Run 1, the metal 2 layer:
Bar = 20 µm.
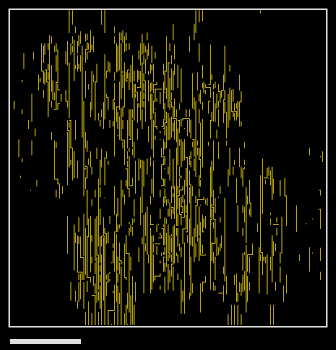
Run 1, sequential cells coloured by netlist name:
Bar = 20 µm. Other sequential cells in the stronger grey, the rest of the logic in the fainter grey.
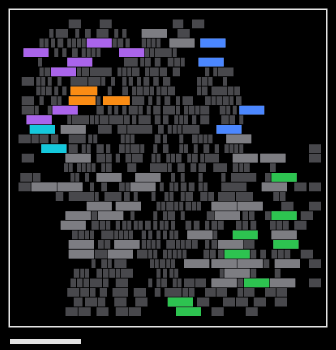
Run 1, metal 3:
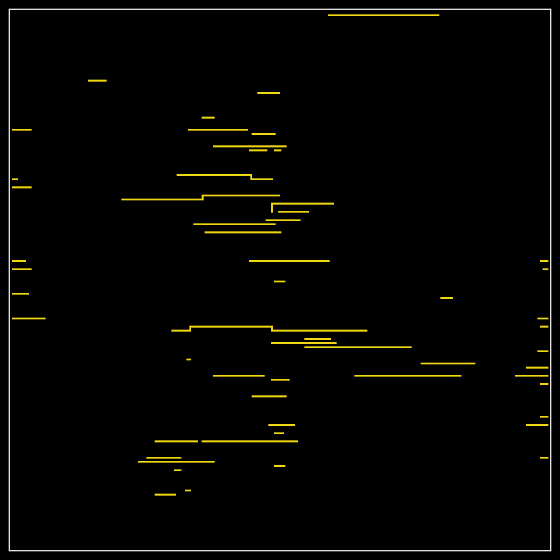
Run 1, gate-type map:
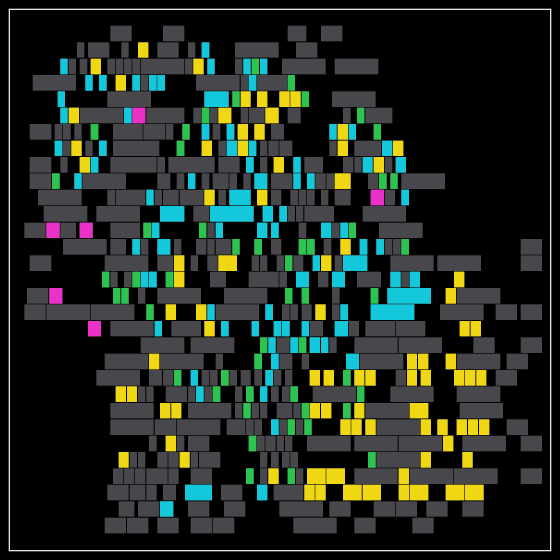
==> config.mk <==
export PLATFORM = sky130hd
export DESIGN_NAME = i3c_target_responder_flat
export DESIGN_NICKNAME = d
export VERILOG_FILES = /design/src/rtl/i3c_pkg.sv /design/src/rtl/i3c_target_responder_if.sv /design/src/rtl/i3c_bus_edge_detect.sv /design/src/rtl/i3c_target_responder.sv /design/src/flat_wrapper.sv
export SDC_FILE = /design/constraint.sdc
export NUM_CORES = 1
export LEC_CHECK = 0
export ABC_AREA = 1
export CORE_UTILIZATION = 40
export CTS_CLUSTER_DIAMETER = 60
export DETAILED_ROUTE_END_ITERATION = 12
export HOLD_SLACK_MARGIN = 0.15
export PLACE_DENSITY = 0.72
export SLEW_MARGIN = 20
export SYNTH_ARGS = -nofsm -noshare
export SYNTH_HDL_FRONTEND = slang
export SYNTH_HIERARCHICAL = 1
export SYNTH_SLANG_ARGS = --single-unit
==> constraint.sdc <==
create_clock -name clk -period 2.1 [get_ports clk]
set_clock_uncertainty 0.15 [all_clocks]
set_input_delay 0.42 -clock clk [delete_from_list [all_inputs] [get_ports clk]]
set_output_delay 0.42 -clock clk [all_outputs]
set_load 0.01 [all_outputs]
==> src/rtl/i3c_pkg.sv <==
// Shared I3C types, constants and address helpers used by the target responder.
package i3c_pkg;

  localparam logic [6:0] I3C_DYNAMIC_ADDR_MIN = 7'h08;
  localparam logic [6:0] I3C_DYNAMIC_ADDR_MAX = 7'h7D;
  localparam logic [6:0] I3C_BROADCAST_ADDR   = 7'h7E;
  localparam logic [7:0] I3C_CCC_RSTDAA       = 8'h06;

  typedef enum logic [2:0] {
    ST_IDLE      = 3'd0,
    ST_ADDR      = 3'd1,
    ST_ADDR_ACK  = 3'd2,
    ST_WRITE     = 3'd3,
    ST_WRITE_ACK = 3'd4,
    ST_READ      = 3'd5,
    ST_READ_ACK  = 3'd6,
    ST_IGNORE    = 3'd7
  } i3c_tgt_state_t;

  // Broadcast is write-only; the static address only answers until a dynamic one exists.
  function automatic logic i3c_addr_match(input logic [6:0] addr, input logic rnw,
                                          input logic dyn_vld, input logic [6:0] dyn,
                                          input logic [6:0] static_addr);
    return ((addr == I3C_BROADCAST_ADDR) && !rnw) ||
           (dyn_vld && (addr == dyn)) ||
           (!dyn_vld && (addr == static_addr));
  endfunction

  function automatic logic i3c_da_legal(input logic [6:0] addr);
    return (addr >= I3C_DYNAMIC_ADDR_MIN) && (addr <= I3C_DYNAMIC_ADDR_MAX);
  endfunction

endpackage

==> src/rtl/i3c_target_responder_if.sv <==
// Bus pins and byte-level data handshakes between the controller side and the target.
interface i3c_target_responder_if;
  logic       scl_i;
  logic       sda_i;
  logic       sda_oe;
  logic [7:0] rx_data;
  logic       rx_valid;
  logic [7:0] tx_data;
  logic       tx_next;
  logic [7:0] ccc_code;
  logic       ccc_valid;

  modport master (
    output scl_i, sda_i, tx_data,
    input  sda_oe, rx_data, rx_valid, tx_next, ccc_code, ccc_valid
  );

  modport slave (
    input  scl_i, sda_i, tx_data,
    output sda_oe, rx_data, rx_valid, tx_next, ccc_code, ccc_valid
  );
endinterface

==> src/rtl/i3c_bus_edge_detect.sv <==
// Synchronises SCL/SDA, then derives SCL edges and START/STOP conditions from a one-flop history.
module i3c_bus_edge_detect #(
  parameter int SYNC_STAGES = 2
) (
  input  logic clk,
  input  logic rst,
  input  logic scl_i,
  input  logic sda_i,
  output logic scl_rise,
  output logic scl_fall,
  output logic sda_s,
  output logic start_det,
  output logic stop_det
);

  logic [SYNC_STAGES-1:0] scl_sync_r;
  logic [SYNC_STAGES-1:0] sda_sync_r;
  logic                   scl_prev_r;
  logic                   sda_prev_r;
  logic                   scl_now_s;

  // Idle bus is high, so reset to 1 to avoid phantom edges after reset.
  always_ff @(posedge clk) begin
    if (rst) begin
      scl_sync_r <= {SYNC_STAGES{1'b1}};
      sda_sync_r <= {SYNC_STAGES{1'b1}};
      scl_prev_r <= 1'b1;
      sda_prev_r <= 1'b1;
    end else begin
      scl_sync_r <= {scl_sync_r[SYNC_STAGES-2:0], scl_i};
      sda_sync_r <= {sda_sync_r[SYNC_STAGES-2:0], sda_i};
      scl_prev_r <= scl_sync_r[SYNC_STAGES-1];
      sda_prev_r <= sda_sync_r[SYNC_STAGES-1];
    end
  end

  assign scl_now_s = scl_sync_r[SYNC_STAGES-1];
  assign sda_s     = sda_sync_r[SYNC_STAGES-1];
  assign scl_rise  = scl_now_s & ~scl_prev_r;
  assign scl_fall  = ~scl_now_s & scl_prev_r;
  assign start_det = scl_now_s & scl_prev_r & sda_prev_r & ~sda_s;
  assign stop_det  = scl_now_s & scl_prev_r & ~sda_prev_r & sda_s;

endmodule

==> src/rtl/i3c_target_responder.sv <==
// I3C SDR target: address decode, write/read byte engine with 9th-bit ACK, RSTDAA and dynamic address.
module i3c_target_responder
  import i3c_pkg::*;
#(
  parameter logic [6:0] STATIC_ADDR = 7'h50,
  parameter int         SYNC_STAGES = 2
) (
  input  logic                   clk,
  input  logic                   rst,
  i3c_target_responder_if.slave  bus,
  input  logic                   da_load,
  input  logic [6:0]             da_value,
  output logic [6:0]             dyn_addr,
  output logic                   dyn_addr_vld,
  output logic                   busy
);

  i3c_tgt_state_t state_r;
  logic [3:0]     bit_cnt_r;
  logic [7:0]     shift_r;
  logic [7:0]     tx_shift_r;
  logic           rnw_r;
  logic           bcast_r;
  logic           ccc_first_r;
  logic           sda_oe_r;
  logic [7:0]     rx_data_r;
  logic           rx_valid_r;
  logic           tx_next_r;
  logic [7:0]     ccc_code_r;
  logic           ccc_valid_r;
  logic [6:0]     dyn_addr_r;
  logic           dyn_vld_r;
  logic           busy_r;

  logic           scl_rise_s;
  logic           scl_fall_s;
  logic           sda_s;
  logic           start_s;
  logic           stop_s;
  logic [7:0]     byte_s;
  logic [3:0]     next_cnt_s;

  i3c_bus_edge_detect #(.SYNC_STAGES(SYNC_STAGES)) u_edge (
    .clk       (clk),
    .rst       (rst),
    .scl_i     (bus.scl_i),
    .sda_i     (bus.sda_i),
    .scl_rise  (scl_rise_s),
    .scl_fall  (scl_fall_s),
    .sda_s     (sda_s),
    .start_det (start_s),
    .stop_det  (stop_s)
  );

  assign byte_s     = {shift_r[6:0], sda_s};
  assign next_cnt_s = (bit_cnt_r == 4'd8) ? 4'd0 : bit_cnt_r + 4'd1;

  // Protocol FSM, shifters and address registers; bus conditions outrank bit processing.
  always_ff @(posedge clk) begin
    if (rst) begin
      state_r     <= ST_IDLE;
      bit_cnt_r   <= 4'd0;
      shift_r     <= 8'd0;
      tx_shift_r  <= 8'd0;
      rnw_r       <= 1'b0;
      bcast_r     <= 1'b0;
      ccc_first_r <= 1'b0;
      sda_oe_r    <= 1'b0;
      rx_data_r   <= 8'd0;
      rx_valid_r  <= 1'b0;
      tx_next_r   <= 1'b0;
      ccc_code_r  <= 8'd0;
      ccc_valid_r <= 1'b0;
      dyn_addr_r  <= 7'd0;
      dyn_vld_r   <= 1'b0;
      busy_r      <= 1'b0;
    end else begin
      rx_valid_r  <= 1'b0;
      tx_next_r   <= 1'b0;
      ccc_valid_r <= 1'b0;
      if (da_load && !busy_r && i3c_da_legal(da_value)) begin
        dyn_addr_r <= da_value;
        dyn_vld_r  <= 1'b1;
      end
      if (start_s) begin
        state_r   <= ST_ADDR;
        bit_cnt_r <= 4'd0;
        shift_r   <= 8'd0;
        sda_oe_r  <= 1'b0;
        busy_r    <= 1'b1;
      end else if (stop_s) begin
        state_r   <= ST_IDLE;
        bit_cnt_r <= 4'd0;
        sda_oe_r  <= 1'b0;
        busy_r    <= 1'b0;
      end else begin
        case (state_r)
          ST_ADDR: begin
            if (scl_rise_s) begin
              shift_r   <= byte_s;
              bit_cnt_r <= next_cnt_s;
              if (bit_cnt_r == 4'd7) begin
                if (i3c_addr_match(byte_s[7:1], byte_s[0], dyn_vld_r, dyn_addr_r, STATIC_ADDR)) begin
                  state_r     <= ST_ADDR_ACK;
                  rnw_r       <= byte_s[0];
                  bcast_r     <= (byte_s[7:1] == I3C_BROADCAST_ADDR);
                  ccc_first_r <= 1'b1;
                end else begin
                  state_r <= ST_IGNORE;
                end
              end
            end
          end
          // First fall drives ACK, second fall ends it and starts the data phase.
          ST_ADDR_ACK: begin
            if (scl_rise_s) begin
              bit_cnt_r <= next_cnt_s;
            end else if (scl_fall_s) begin
              if (!sda_oe_r) begin
                sda_oe_r <= 1'b1;
              end else if (rnw_r) begin
                tx_shift_r <= bus.tx_data;
                tx_next_r  <= 1'b1;
                sda_oe_r   <= ~bus.tx_data[7];
                state_r    <= ST_READ;
              end else begin
                sda_oe_r <= 1'b0;
                state_r  <= ST_WRITE;
              end
            end
          end
          ST_WRITE: begin
            if (scl_rise_s) begin
              shift_r   <= byte_s;
              bit_cnt_r <= next_cnt_s;
              if (bit_cnt_r == 4'd7) begin
                state_r <= ST_WRITE_ACK;
                if (!bcast_r) begin
                  rx_data_r  <= byte_s;
                  rx_valid_r <= 1'b1;
                end else if (ccc_first_r) begin
                  ccc_code_r  <= byte_s;
                  ccc_valid_r <= 1'b1;
                  ccc_first_r <= 1'b0;
                  if (byte_s == I3C_CCC_RSTDAA) begin
                    dyn_addr_r <= 7'd0;
                    dyn_vld_r  <= 1'b0;
                  end
                end
              end
            end
          end
          ST_WRITE_ACK: begin
            if (scl_rise_s) begin
              bit_cnt_r <= next_cnt_s;
            end else if (scl_fall_s) begin
              sda_oe_r <= ~sda_oe_r;
              if (sda_oe_r) begin
                state_r <= ST_WRITE;
              end
            end
          end
          ST_READ: begin
            if (scl_rise_s) begin
              bit_cnt_r <= next_cnt_s;
            end else if (scl_fall_s) begin
              if (bit_cnt_r == 4'd8) begin
                sda_oe_r <= 1'b0;
                state_r  <= ST_READ_ACK;
              end else begin
                tx_shift_r <= {tx_shift_r[6:0], 1'b0};
                sda_oe_r   <= ~tx_shift_r[6];
              end
            end
          end
          ST_READ_ACK: begin
            if (scl_rise_s) begin
              bit_cnt_r <= next_cnt_s;
              if (sda_s) begin
                state_r <= ST_IGNORE;
              end
            end else if (scl_fall_s) begin
              tx_shift_r <= bus.tx_data;
              tx_next_r  <= 1'b1;
              sda_oe_r   <= ~bus.tx_data[7];
              state_r    <= ST_READ;
            end
          end
          ST_IDLE, ST_IGNORE: begin
            bit_cnt_r <= 4'd0;
          end
          default: begin
            state_r  <= ST_IDLE;
            sda_oe_r <= 1'b0;
          end
        endcase
      end
    end
  end

  // Reset must free the bus immediately, not one edge later.
  assign bus.sda_oe    = sda_oe_r & ~rst;
  assign bus.rx_data   = rx_data_r;
  assign bus.rx_valid  = rx_valid_r;
  assign bus.tx_next   = tx_next_r;
  assign bus.ccc_code  = ccc_code_r;
  assign bus.ccc_valid = ccc_valid_r;
  assign dyn_addr      = dyn_addr_r;
  assign dyn_addr_vld  = dyn_vld_r;
  assign busy          = busy_r;

endmodule

==> src/flat_wrapper.sv <==
// flat-port wrapper written by rule: the top's interface ports become plain ports
module i3c_target_responder_flat import i3c_pkg::*;
#(
  parameter logic [6:0] STATIC_ADDR = 7'h50,
  parameter int         SYNC_STAGES = 2
)
  (clk, rst, da_load, da_value, dyn_addr, dyn_addr_vld, busy, bus_scl_i, bus_sda_i, bus_tx_data, bus_sda_oe, bus_rx_data, bus_rx_valid, bus_tx_next, bus_ccc_code, bus_ccc_valid);
  i3c_target_responder_if bus_i ();
  input  logic clk;
  input  logic rst;
  input  logic da_load;
  input  logic [6:0] da_value;
  output logic [6:0] dyn_addr;
  output logic dyn_addr_vld;
  output logic busy;
  input wire logic [$bits(bus_i.scl_i)-1:0] bus_scl_i;
  input wire logic [$bits(bus_i.sda_i)-1:0] bus_sda_i;
  input wire logic [$bits(bus_i.tx_data)-1:0] bus_tx_data;
  output wire logic [$bits(bus_i.sda_oe)-1:0] bus_sda_oe;
  output wire logic [$bits(bus_i.rx_data)-1:0] bus_rx_data;
  output wire logic [$bits(bus_i.rx_valid)-1:0] bus_rx_valid;
  output wire logic [$bits(bus_i.tx_next)-1:0] bus_tx_next;
  output wire logic [$bits(bus_i.ccc_code)-1:0] bus_ccc_code;
  output wire logic [$bits(bus_i.ccc_valid)-1:0] bus_ccc_valid;
  assign bus_i.scl_i = bus_scl_i;
  assign bus_i.sda_i = bus_sda_i;
  assign bus_i.tx_data = bus_tx_data;
  assign bus_sda_oe = bus_i.sda_oe;
  assign bus_rx_data = bus_i.rx_data;
  assign bus_rx_valid = bus_i.rx_valid;
  assign bus_tx_next = bus_i.tx_next;
  assign bus_ccc_code = bus_i.ccc_code;
  assign bus_ccc_valid = bus_i.ccc_valid;
  i3c_target_responder #(.STATIC_ADDR(STATIC_ADDR), .SYNC_STAGES(SYNC_STAGES)) u_core (.clk(clk), .rst(rst), .bus(bus_i), .da_load(da_load), .da_value(da_value), .dyn_addr(dyn_addr), .dyn_addr_vld(dyn_addr_vld), .busy(busy));
endmodule
==> results.py, run 1 <==
# Metrics from the implementation run
metrics = {
    "outcome": {
        "outcome": "completed",
    },
    "placed_design": {
        "io_buffer_count": 48,
        "placed_cell_area_mm2": 0.00367,
        "dp.cells": 590,
        "dp_worst_setup_slack_ps": -66.7,
        "gp_congestion": 0.932,
    },
    "power": {
        "p_sw_share_pct": 38.5,
        "power.total_mw": 3.45,
        "p_seq_share_pct": 40.3,
        "power.density_mw_per_mm2": 894,
        "top_power_group": "registers",
        "powerComb_mw": 1.14,
        "ir_worst_vdd_mv": 0.573,
        "comb_power_share_pct": 33.1,
        "power.share.clock_pct": 26.6,
        "p_sw_mw": 1.33,
    },
    "finish": {
        "antennaDiodeCount": 0,
        "seq-cell-share_pct": 30.7,
        "comb-cell-share_pct": 42.1,
        "clock_cell_area_share_pct": 4.64,
        "logic_area_mm2": 0.00163,
        "inverters": 50,
        "drive_gt1_share_pct": 12.6,
        "final_cells": 606,
        "synthToLayoutAreaGrowth_pct": 25.8,
        "logic_gate_count": 325,
        "nFlopsAndLatches": 59,
        "lay_top_cells": "nand2_1 (107), nor2_1 (59), dfxtp_1 (56), clkdlybuf4s50_1 (47), inv_1 (43)",
        "largest_cell_class": "multi-input combinational cells",
        "buffers": 57,
    },
    "setup_path": {
        "startpoint_type": "flop",
        "worstPathArrival_ps": 1350,
        "critPathKind": "flop to output pin",
        "rr_startpoint": "u_core/u_edge/scl_prev_r",
        "crit_family": "buffers and inverters",
        "crit_buf_inv": 1,
        "ff2ff_setup_slack_ps": 200,
        "crit_slowest_cell": "clkdlybuf4s50_1",
        "r2r_end": "u_core/tx_shift_r[1]",
        "required_ps": 1530,
    },
    "yosys": {
        "ys_cells": 446,
        "ys_sh_adder_pct": 0.815,
        "ys_sh_mux_pct": 0,
        "synthTopCellsByCount": "nand2_1 (108), nor2_1 (61), dfxtp_1 (59)",
        "yosysWarnings": 6,
        "fp_nets": 468,
        "yosys-stat-area_mm2": 0.00307,
        "synth_cells": 446,
        "numSynthFlops": 59,
        "aoi_share_pct": 15.5,
        "ff_type": "dfxtp_1",
        "yosys.stat.seqShare_pct": 38.5,
        "most_common_cell": "nand2_1",
        "yosysTopAreaCell": "dfxtp_1",
        "top_area_share_pct": 38.5,
        "topCombFamilyByArea": "simple AND/OR/NAND/NOR gates",
    },
    "hold_path": {
        "min_to": "u_core/u_edge/sda_sync_r[1]",
        "min-delay-start": "u_core/u_edge/sda_sync_r[0]",
        "hold_path.class": "flop to flop",
        "hold_path_depth": 1,
    },
    "drt": {
        "topRoutingLayerUsed": "met4",
        "drcViolationCount": 0,
        "drt_iter0_drc": 264,
        "wl_met2_um": 3420,
        "ant_nets": 0,
        "dr_wl_met3_um": 364,
        "first_pass_iters": 5,
        "wl_met1_um": 3470,
        "wl_per_cell_um": 12.2,
    },
    "floorplan": {
        "die_h_um": 89.6,
        "die_area_mm2": 0.00803,
        "die_x_um": 89.6,
        "num_tap_cells": 99,
        "core-area_mm2": 0.00733,
    },
    "cts": {
        "max-clock-path-buffers": 2,
        "post_cts_buffers": 0,
        "h-tree-depth": 3,
        "path_clk_slew_ps": 60,
        "cts_made_buffers": 9,
        "clock-sinks": 59,
        "cts_root_buf": "clkbuf_8",
        "clk_latency_ps": 340,
    },
    "final_timing": {
        "relSlewSlack_pct": 70.4,
        "setup_ws_ps": 177,
        "drv_slew": 0,
        "fin_setup_tns_ps": 0,
        "rsz0062_at_grt": "false",
        "hold_slack_ps": 253,
    },
    "global_routing": {
        "antenna_found_initial": 0,
        "grt_remaining_overflow": 0,
        "grt_max_degree": 28,
        "grt.busiest_layer": "met2",
    },
    "run": {
        "warning_count": 27,
        "drv_cap": 0,
    },
}
Back to the opening pictures, 'the metal 2 layer':
main direction = vertical
nets with wire on the layer = 424
wire length on this layer = 3,420 µm
share of all routed wire = 46%
longest straight run = 26.9 µm

Back to the opening pictures, 'sequential cells coloured by netlist name':
u_core/u_edge/scl_sync_r -> cyan  # placed flops 2
u_core/tx_shift_r -> purple  # placed flops 7, where upper left
u_core/bit_cnt_r -> blue  # placed flops 4
u_core/state_r -> orange  # placed flops 3
u_core/bus.ccc_code -> green  # placed flops 8, where lower right
not coloured = 35
seq pwr: 1.39 mW
Reg area: 0.00118 mm²

Back to the opening pictures, 'metal 3':
share of all routed wire = 4.9%
main direction = horizontal
Via Count: 3,056
met3 usage: 4.39%
final WL: 7380 µm

Back to the opening pictures, 'gate-type map':
inverters -> green  # cells 50
AND and OR gates -> magenta  # cells 6, where middle left
NOR gates -> cyan  # cells 85
inverting AOI/OAI gates -> yellow  # cells 85

==> run 2, diff against run 1 <==
CTS_CLUSTER_SIZE = 20   (was default)
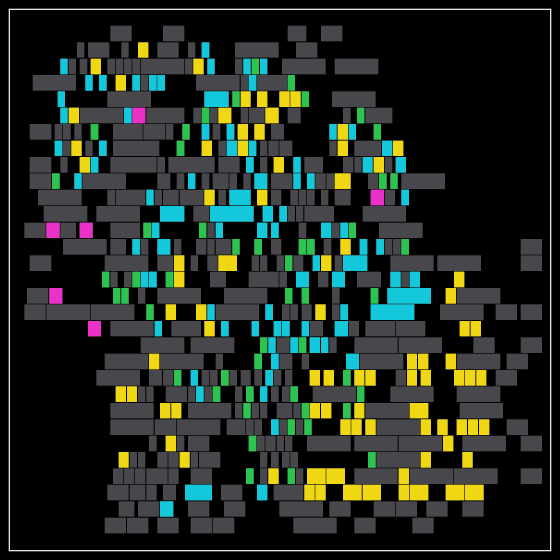
Run 2: gate-type map
AND and OR gates -> magenta  # cells 6, where middle left
inverting AOI/OAI gates -> yellow  # cells 85
inverters -> green  # cells 50
NOR gates -> cyan  # cells 85

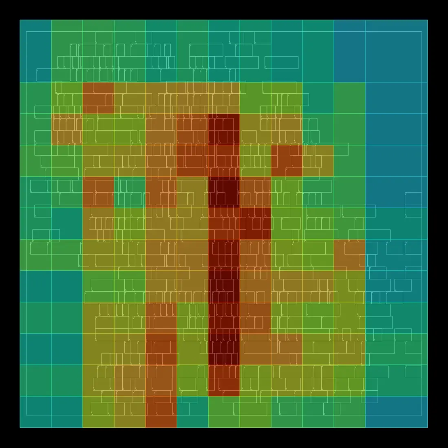
Run 2: routing congestion map
Post-Route Utilization: 52.7%
met1 Use GR: 27.0%
Overall Global Routing Usage: 20.1%
M2 GR Usage: 31.6%
gr busiest metal: met2

==> run 2 against run 1 <==
Effect of this change: wire length is the same; die area unchanged; critical endpoint unchanged; highest routed layer unchanged; synthesized cell count stayed put; via count is the same; first-iteration DRC count did not move; hold slack unchanged; clock power hardly changed; count of clock-buffer cells in the layout unchanged; critical path depth is the same; design area stayed put; power did not move; combinational power hardly changed.
==> results.py, run 2 <==
# Metrics from the implementation run
metrics = {
    "outcome": {
        "outcome": "completed",
    },
    "yosys": {
        "yosys-stat-area_mm2": 0.00307,
        "synthTopCellsByCount": "nand2_1 (108), nor2_1 (61), dfxtp_1 (59)",
        "ys_sh_adder_pct": 0.815,
        "ys_cells": 446,
        "yosysWarnings": 6,
        "yosysTopAreaCell": "dfxtp_1",
        "fp_nets": 468,
        "top_area_share_pct": 38.5,
    },
    "run": {
        "drv_cap": 0,
        "warning_count": 27,
    },
    "finish": {
        "drive_gt1_share_pct": 12.6,
        "nFlopsAndLatches": 59,
        "final_cells": 606,
        "logic_area_mm2": 0.00163,
        "clock_cell_area_share_pct": 4.64,
        "antennaDiodeCount": 0,
        "lay_top_cells": "nand2_1 (107), nor2_1 (59), dfxtp_1 (56), clkdlybuf4s50_1 (47), inv_1 (43)",
        "buffers": 57,
        "seq-cell-share_pct": 30.7,
        "comb-cell-share_pct": 42.1,
        "logic_gate_count": 325,
        "flop_area_mm2": 0.00118,
    },
    "power": {
        "power.density_mw_per_mm2": 894,
        "comb_power_share_pct": 33.1,
        "p_sw_mw": 1.33,
        "power.share.clock_pct": 26.6,
        "top_power_group": "registers",
        "ir_worst_vdd_mv": 0.573,
        "p_seq_share_pct": 40.3,
        "pg_seq_mw": 1.39,
        "powerComb_mw": 1.14,
        "p_sw_share_pct": 38.5,
        "power.total_mw": 3.45,
    },
    "cts": {
        "path_clk_slew_ps": 60,
        "clock-sinks": 59,
        "max-clock-path-buffers": 2,
        "clk_latency_ps": 340,
        "cts_root_buf": "clkbuf_8",
    },
    "drt": {
        "drcViolationCount": 0,
        "dr_wl_met3_um": 364,
        "ant_nets": 0,
        "wl_met1_um": 3470,
        "topRoutingLayerUsed": "met4",
        "wl_per_cell_um": 12.2,
        "drt_iter0_drc": 264,
        "wl_met2_um": 3420,
        "vias": 3056,
    },
    "final_timing": {
        "rsz0062_at_grt": "false",
        "relSlewSlack_pct": 70.4,
        "hold_slack_ps": 253,
        "fin_setup_tns_ps": 0,
    },
    "setup_path": {
        "ff2ff_setup_slack_ps": 200,
        "worstPathArrival_ps": 1350,
        "crit_family": "buffers and inverters",
        "rr_startpoint": "u_core/u_edge/scl_prev_r",
        "crit_buf_inv": 1,
        "required_ps": 1530,
        "startpoint_type": "flop",
        "critPathKind": "flop to output pin",
        "crit_slowest_cell": "clkdlybuf4s50_1",
    },
    "hold_path": {
        "hold_path.class": "flop to flop",
        "min_to": "u_core/u_edge/sda_sync_r[1]",
        "min-delay-start": "u_core/u_edge/sda_sync_r[0]",
        "hold_path_depth": 1,
    },
    "floorplan": {
        "die_area_mm2": 0.00803,
        "core-area_mm2": 0.00733,
        "num_tap_cells": 99,
        "die_h_um": 89.6,
        "die_x_um": 89.6,
    },
    "global_routing": {
        "antenna_found_initial": 0,
        "met3_usage_pct": 4.39,
    },
    "placed_design": {
        "dp.cells": 590,
    },
}
Power is estimated from default activity; no workload was simulated.
